Design note_player, sky130hd; sources not shown.
### Met3 routing

The bar under the picture is 50 µm long.
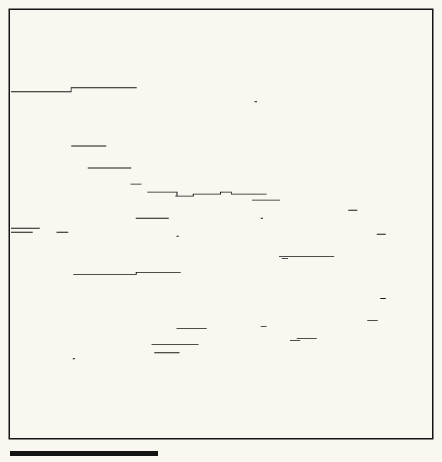
nets with wire on the layer = 17
longest straight run = 22.1 µm
wire length on this layer = 270 µm
share of all routed wire = 2.3%
GR Util met3: 2.34%
final WL: 11800 µm
Vias: 4583

### Drive-strength map

The bar under the picture is 50 µm long.
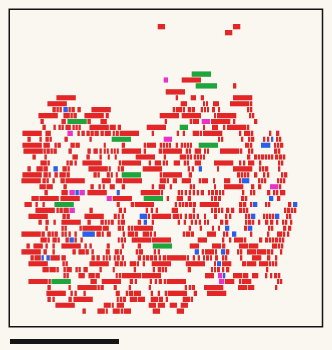
drive 2 -> blue  # cells 26, share 3.4%
drive 3 to 4 -> magenta  # cells 11, share 1.4%
drive 6 and up -> green  # cells 11, share 1.4%
drive 1 or less -> red  # cells 722, share 94%
Non-CTS buffers: 35
setup slack after layout: 1.98 ns
area grow syn2layout: 15.1%

==> ci_impl_report.md <==
### Yosys + OpenROAD results

| Metric | Value |
|---|---|
| Die width | `143 µm` |
| Post-synth regs | `73` |
| Register-to-Register Setup Slack | `1.98 ns` |
| Placed insts | `985` |
| Final Max Tran Viols | `0` |
| Fill count | `1925` |
| CP Class | `register to register` |
| Vias in the first global route | `4562` |
| TritonCTS buffer count | `9` |
| Final Hold Violation Tally | `0` |
| Buffers on Ports | `21` |
| Share of cells above drive strength 1 | `6.23%` |
| Worst EP required | `6.03 ns` |
| Highest Clock Rate | `261 MHz` |
| Area after DPL | `5700 µm²` |
| Initial antenna violation count | `0` |
| Setup tns final | `0 ns` |
| Startpoint Class | `register` |
| Post-synthesis instance area | `5170 µm²` |
| PwrDens | `434 nW/µm²` |
| Run status | `finished clean` |
| YS chip area | `5170 µm²` |
## metal layers
layer / vias to the layer above / global-route usage, % / share of wire (%)
met1: 2103 / 16.6 / 50
met4: 0 / 4.13 / 1.7
met3: 16 / 2.34 / 2.3
met2: 41 / 19.8 / 46
li1: 2423 / - / -
met5: - / 0 / 0
## stage by stage
stage	setup WS (ns)	hold slack (ns)
6_report	1.98	0.468
5_1_grt	1.52	0.508
4_1_cts	1.93	0.473
3_5_place_dp	1.95	0.465
3_3_place_gp	1.35	0.455
2_1_floorplan	2.52	0.431
## cells by family after synthesis
family                   Yosys count  synth area share [%]
AND-OR/OR-AND                     84                  8.45
XOR/XNOR                          47                  8.11
adder cells (fa/ha/maj)           24                  5.81
buffers and inverters            113                  8.81
flip-flops                        73                  35.3
AND/OR/NAND/NOR                  393                  33.5
## cells in the final DEF, fill, tap and decap left out, types with 5 or more instances in the layout
cell               n
a21oi_1           41
buf_4              5
clkbuf_1           6
clkbuf_16          9
clkdlybuf4s50_1   21
dfrtp_1           73
ha_1              24
inv_1             95
nand2_1          182
nand2_2           10
nand3_1           69
nand3b_1           5
nand4_1           16
nor2_1            85
nor3_1             6
nor4_1             7
o21ai_0           35
xnor2_1           15
xor2_1            31
## synthesized netlist by cell type, types with 5 or more instances
master	n	area, µm²
nand2_1	182	683
inv_1	96	360
nor2_1	85	319
dfrtp_1	73	1830
nand3_1	69	345
a21oi_1	41	205
o21ai_0	35	175
xor2_1	31	272
ha_1	24	300
nand4_1	16	100
xnor2_1	15	131
nand2_2	10	62.6
nor4_1	7	43.8
nor3_1	6	30.0
buf_4	5	37.5
clkbuf_1	5	18.8
nand3b_1	5	37.5
## power by group
| group | internal [mW] | leakage, nW | switching [mW] | total (mW) |
|---|---|---|---|---|
| clock network | 0.282 | 0.124 | 0.209 | 0.492 |
| logic | 0.529 | 1.76 | 0.931 | 1.46 |
| registers | 0.578 | 0.978 | 0.0543 | 0.632 |
| total | 1.39 | 2.86 | 1.19 | 2.58 |
## layout make-up
| type | count | area [µm²] | area share, % |
|---|---|---|---|
| clock inverter | 4 | 22.5 | 0.379 |
| timing repair buffer | 22 | 238 | 4.00 |
| sequential | 73 | 1830 | 30.7 |
| buffer | 13 | 77.6 | 1.30 |
| clock buffer | 10 | 229 | 3.85 |
| inverter | 100 | 380 | 6.39 |
| multi-input combinational | 548 | 2890 | 48.5 |
| tap | 229 | 287 | 4.82 |
## worst max-delay path, stage by stage, from the launching register on
cell and delay [ns]:
dfrtp_1 0.47, inv_2 0.13, ha_1 0.31, o21ai_0 0.29, ha_1 0.30, ha_1 0.20, ha_1 0.32, nor2_1 0.15
inv_1 0.05, nor2_1 0.14, nand3_1 0.16, nor2_2 0.17, nand2_2 0.11, nor2_4 0.12, nand2_1 0.06, nand2_1 0.05
nand2_1 0.07, inv_2 0.07, nand4_2 0.16, nand2_4 0.16, buf_6 0.15, nor2_1 0.05
Power is estimated from default activity; no workload was simulated.
